### Sizing map

The bar under the picture is 20 um long.
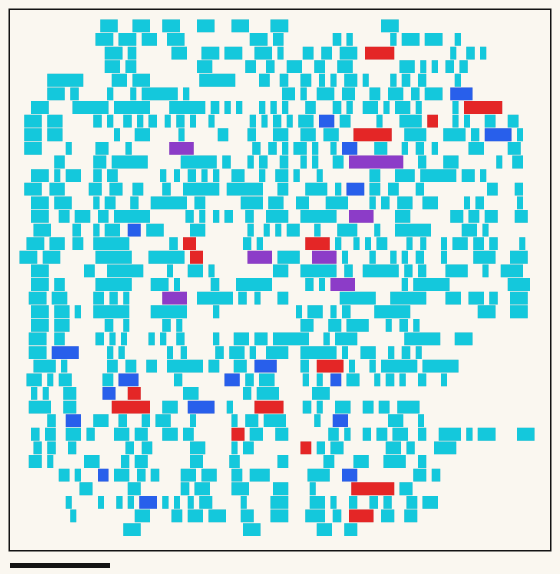
### Cell outlines without signal wires

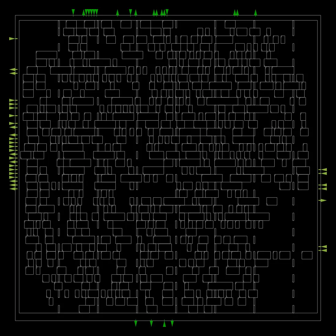
### config.mk
export PLATFORM = sky130hd
export DESIGN_NAME = ball_controller
export DESIGN_NICKNAME = d
export VERILOG_FILES = /design/src/rtl/ball_pkg.sv /design/src/rtl/axis_bounce.sv /design/src/rtl/ball_controller.sv
export SDC_FILE = /design/constraint.sdc
export NUM_CORES = 1
export LEC_CHECK = 0
export CELL_PAD_IN_SITES_DETAIL_PLACEMENT = 1
export CELL_PAD_IN_SITES_GLOBAL_PLACEMENT = 2
export CORE_UTILIZATION = 35
export CTS_CLUSTER_DIAMETER = 150
export DETAILED_ROUTE_END_ITERATION = 7
export PLACE_DENSITY_LB_ADDON = 0.3
export SKIP_LAST_GASP = 1
export SLEW_MARGIN = 20
export SYNTH_ARGS = -nofsm -noshare
export SYNTH_HDL_FRONTEND = slang
export SYNTH_HIERARCHICAL = 1
export SYNTH_SLANG_ARGS = --single-unit
### constraint.sdc
create_clock -name i_clk -period 10.9 [get_ports i_clk]
set_input_delay 2.18 -clock i_clk [delete_from_list [all_inputs] [get_ports i_clk]]
set_output_delay 2.18 -clock i_clk [all_outputs]
set_load 0.01 [all_outputs]
### src/rtl/ball_pkg.sv
// ball_pkg: shared game-state encoding and default ball constants.
package ball_pkg;
    typedef enum logic [1:0] {IDLE = 2'd0, RUN = 2'd1, DEAD = 2'd2} game_state_t;
    localparam int DEFAULT_START_X   = 400;
    localparam int DEFAULT_START_Y   = 300;
    localparam int DEFAULT_MAX_SPEED = 8;
endpackage

### src/rtl/axis_bounce.sv
// axis_bounce: one-axis velocity saturate, position integrate and edge clamp/reflect.
module axis_bounce
    import ball_pkg::*;
#(
    parameter int SIZE      = 800,
    parameter int RADIUS    = 20,
    parameter int MAX_SPEED = DEFAULT_MAX_SPEED,
    localparam int PW = $clog2(SIZE),
    localparam int VW = $clog2(MAX_SPEED) + 2
) (
    input  logic [PW-1:0]        pos,
    input  logic signed [VW-1:0] vel,
    input  logic                 inc,
    input  logic                 dec,
    output logic [PW-1:0]        pos_next,
    output logic signed [VW-1:0] vel_next
);
    localparam logic signed [VW:0] ONE  = 1;
    localparam logic signed [VW:0] ZERO = 0;
    localparam logic signed [VW:0] VMAX = MAX_SPEED;
    localparam logic signed [VW:0] VMIN = -MAX_SPEED;
    localparam logic signed [11:0] LO   = RADIUS;
    localparam logic signed [11:0] HI   = SIZE - 1 - RADIUS;
    logic signed [VW:0]   v_sum;
    logic signed [VW-1:0] v_sat;
    logic signed [11:0]   p_sum;
    always_comb begin
        v_sum    = {vel[VW-1], vel} + ((inc && !dec) ? ONE : (dec && !inc) ? -ONE : ZERO);
        v_sat    = v_sum > VMAX ? VW'(VMAX) : v_sum < VMIN ? VW'(VMIN) : v_sum[VW-1:0];
        // position math is done wide and signed so underflow past 0 is visible
        p_sum    = $signed({{(12-PW){1'b0}}, pos}) + $signed({{(12-VW){v_sat[VW-1]}}, v_sat});
        pos_next = p_sum < LO ? PW'(RADIUS) : p_sum > HI ? PW'(SIZE - 1 - RADIUS) : p_sum[PW-1:0];
        vel_next = (p_sum < LO || p_sum > HI) ? -v_sat : v_sat;
    end
endmodule

### src/rtl/ball_controller.sv
// ball_controller: per-frame ball physics, centre safe-zone capture and IDLE/RUN/DEAD sequencing.
module ball_controller
    import ball_pkg::*;
#(
    parameter int SCREEN_WIDTH  = 800,
    parameter int SCREEN_HEIGHT = 600,
    parameter int BALL_RADIUS   = 20,
    parameter int MAX_SPEED     = DEFAULT_MAX_SPEED,
    parameter int START_X       = DEFAULT_START_X,
    parameter int START_Y       = DEFAULT_START_Y,
    localparam int XW = $clog2(SCREEN_WIDTH),
    localparam int YW = $clog2(SCREEN_HEIGHT)
) (
    input  logic          i_clk,
    input  logic          i_rst_n,
    input  logic          i_frame_end,
    input  logic          i_start,
    input  logic          i_btn_up,
    input  logic          i_btn_down,
    input  logic          i_btn_left,
    input  logic          i_btn_right,
    input  logic [XW-1:0] i_pixel_x,
    input  logic [YW-1:0] i_pixel_y,
    input  logic          i_pixel_valid,
    input  logic          i_is_safe,
    output logic [XW-1:0] o_ball_x,
    output logic [YW-1:0] o_ball_y,
    output logic [1:0]    o_state,
    output logic          o_game_over
);
    localparam int VW = $clog2(MAX_SPEED) + 2;
    game_state_t          state, state_next;
    logic [XW-1:0]        ball_x, x_next;
    logic [YW-1:0]        ball_y, y_next;
    logic signed [VW-1:0] vx, vy, vx_next, vy_next;
    logic                 captured, center_safe, die, step;

    axis_bounce #(.SIZE(SCREEN_WIDTH), .RADIUS(BALL_RADIUS), .MAX_SPEED(MAX_SPEED)) u_x (
        .pos(ball_x), .vel(vx), .inc(i_btn_right), .dec(i_btn_left),
        .pos_next(x_next), .vel_next(vx_next)
    );

    axis_bounce #(.SIZE(SCREEN_HEIGHT), .RADIUS(BALL_RADIUS), .MAX_SPEED(MAX_SPEED)) u_y (
        .pos(ball_y), .vel(vy), .inc(i_btn_down), .dec(i_btn_up),
        .pos_next(y_next), .vel_next(vy_next)
    );

    always_ff @(posedge i_clk) begin
        if (!i_rst_n)
            state <= IDLE;
        else
            state <= state_next;
    end

    always_comb begin
        state_next = state;
        // a frame with no capture counts as safe
        die        = state == RUN && i_frame_end && captured && !center_safe;
        step       = state == RUN && i_frame_end && !die;
        case (state)
            IDLE:    state_next = i_start ? RUN : IDLE;
            RUN:     state_next = die ? DEAD : RUN;
            DEAD:    state_next = i_start ? IDLE : DEAD;
            default: state_next = IDLE;
        endcase
    end

    always_ff @(posedge i_clk) begin
        if (!i_rst_n || (state == DEAD && i_start)) begin
            ball_x <= XW'(START_X);
            ball_y <= YW'(START_Y);
            vx     <= '0;
            vy     <= '0;
        end else if (step) begin
            ball_x <= x_next;
            ball_y <= y_next;
            vx     <= vx_next;
            vy     <= vy_next;
        end
    end

    // compares against the registered ball position, stable across the visible frame
    always_ff @(posedge i_clk) begin
        if (!i_rst_n || state != RUN || i_frame_end) begin
            captured    <= 1'b0;
            center_safe <= 1'b0;
        end else if (i_pixel_valid && i_pixel_x == ball_x && i_pixel_y == ball_y) begin
            captured    <= 1'b1;
            center_safe <= i_is_safe;
        end
    end

    assign o_ball_x    = ball_x;
    assign o_ball_y    = ball_y;
    assign o_state     = state;
    assign o_game_over = state == DEAD;
endmodule

==> results_dict.tcl <==
# metrics dict for downstream scripts
set metrics [dict create \
    ys_warn_count 6 \
    slew_viol_final 0 \
    clock_latency_ns 0.28 \
    dpl.cell_count 703 \
    critPathLaunch "i_btn_right" \
    crit_end "vx[4]" \
    initCoreUtil_pct 36.0 \
    placed_cell_area_sq_um 4500 \
    seq_power_share_pct 26.1 \
    power_leakage_nw 1.78 \
    slew-limit-headroom_pct 44.5 \
    fmax_mhz 121 \
    grt_pass1_wl_um 19200 \
    cts-root-buf "clkbuf_8" \
    p_clk_w 0.000119 \
    hpwl_um 9090 \
    ys_async_sr_fraction_pct 0 \
    overflow 0 \
    grtUsageMet1_pct 28.1 \
    yosysUniqueCellTypes 77 \
    drive_above_1_share_pct 7.02 \
    cap_violations 0 \
    p_int_w 0.000341 \
    vdd.ir_drop.worst_mv 0.0515 \
    grt_use_met3_pct 3.09 \
    grt_max_degree 31 \
    powerDensity_nw_per_um2 128 \
    reg2reg_from "vx[0]" \
    core-area_sq_um 10900 \
    busiest_layer "met2" \
    layout_top_cell "nand2_1" \
    cts_buffer_depth 2 \
    tightestPinTransition_ns 0.831 \
    cts.htree.levels 2 \
    comb_power_w 0.000316 \
    rsz0062_at_grt "false" \
    final_area_sq_um 4610 \
    cts_hold_buf 0 \
    numCtsBuffers 5 \
    switching_share_pct 42.1 \
    largest_area_cell "dfxtp_1" \
    min_period_over_period_pct 75.8 \
    crit_path_max_incr_delay_ns 0.62 \
    grt_pass1_vias 3856 \
    clkTransAtPathRegs_ns 0.07 \
    fin_ws_ns 2.63 \
    post_drt_wl_per_cell_um 16.4 \
    holdPathStages 2 \
    crit_type "in2reg" \
    post-place-ws_ns 2.46 \
    top_cells_by_count "nand2_1 (82), nor2_1 (40), a21oi_1 (39)" \
    worstSetupStartpointType "primary input" \
    yosys_area_sq_um 3920 \
    lay_top_cells "nand2_1 (82), clkdlybuf4s50_1 (52), nor2_1 (40), a21oi_1 (39), dfxtp_1 (34)" \
    cts_setup_buffers 0 \
    p_switching_w 0.000248 \
    rrSetupSlack_ns 5.01 \
    fp.dieH_um 108 \
    crit_path_top_delay_cell "or4b_4" \
    clock_skew_ns 0.00552 \
    required_ns 11.03 \
    r2r-end "vx[4]" \
    final_cells 710 \
    io_buffers 52 \
    power_w 0.000589 \
    outcome "finished, final reports clean" \
    vias_per_cell 5.54 \
    ys_cells 532 \
    synth-edff-count 0 \
    hold_viol_final 0 \
    critPathTopFamily "simple AND/OR/NAND/NOR gates" \
    finalWirelength_um 11700 \
    worstSetupEndpointType "flip-flop" \
    avgSynthCellArea_sq_um 7.38 \
    globalplace.congestion 0.837 \
    antenna_found_initial 0 \
    cts_tree "built" \
    fp_nets 588 \
    n_antenna_cell 0 \
    synth_area_sq_um 3920 \
    ant_nets 0 \
    dieArea_sq_um 11600 \
    path_max_fanout 13 \
    yosysSeqAreaShare_pct 17.3 \
    synthCells 532 \
    first_iter_violations 147 \
]
Back to the opening pictures, 'Sizing map':
_3 and _4 cells -> red  # cells 15, share 2.6%
_0 and _1 cells -> cyan  # cells 530, share 93%
_6 and larger -> purple  # cells 7, share 1.2%
_2 cells -> blue  # cells 18, share 3.2%

Back to the opening pictures, 'Cell outlines without signal wires':
# rows: 38
tap cells: 140
flop share of the area: 14.8%

## layer usage
metal	share of wire [%]	wire length [um]
met1	48	5630
met2	47	5510
met3	3.8	445
met4	0.54	63
met5	0	0
## registers in the layout, indices dropped and copies added, names as in the netlist
| signal | flops |
|---|---|
| captured | 1 |
| center_safe | 1 |
| o_ball_x | 10 |
| o_ball_y | 10 |
| o_state | 2 |
| vx | 5 |
| vy | 5 |
## layout make-up
cell class	count	share of cell area, %
sequential	34	14.8
inverter	30	2.55
clock buffer	6	1.79
tap	140	3.80
timing repair buffer	56	11.9
multi-input combinational	443	64.5
clock inverter	1	0.651
## cells by family after synthesis
family,synth area share [%]
compound gates,25.1
xor+xnor,11.2
fa+ha+maj,8.67
buf+inv,6.82
flops,17.3
mux,1.98
simple gates,28.9
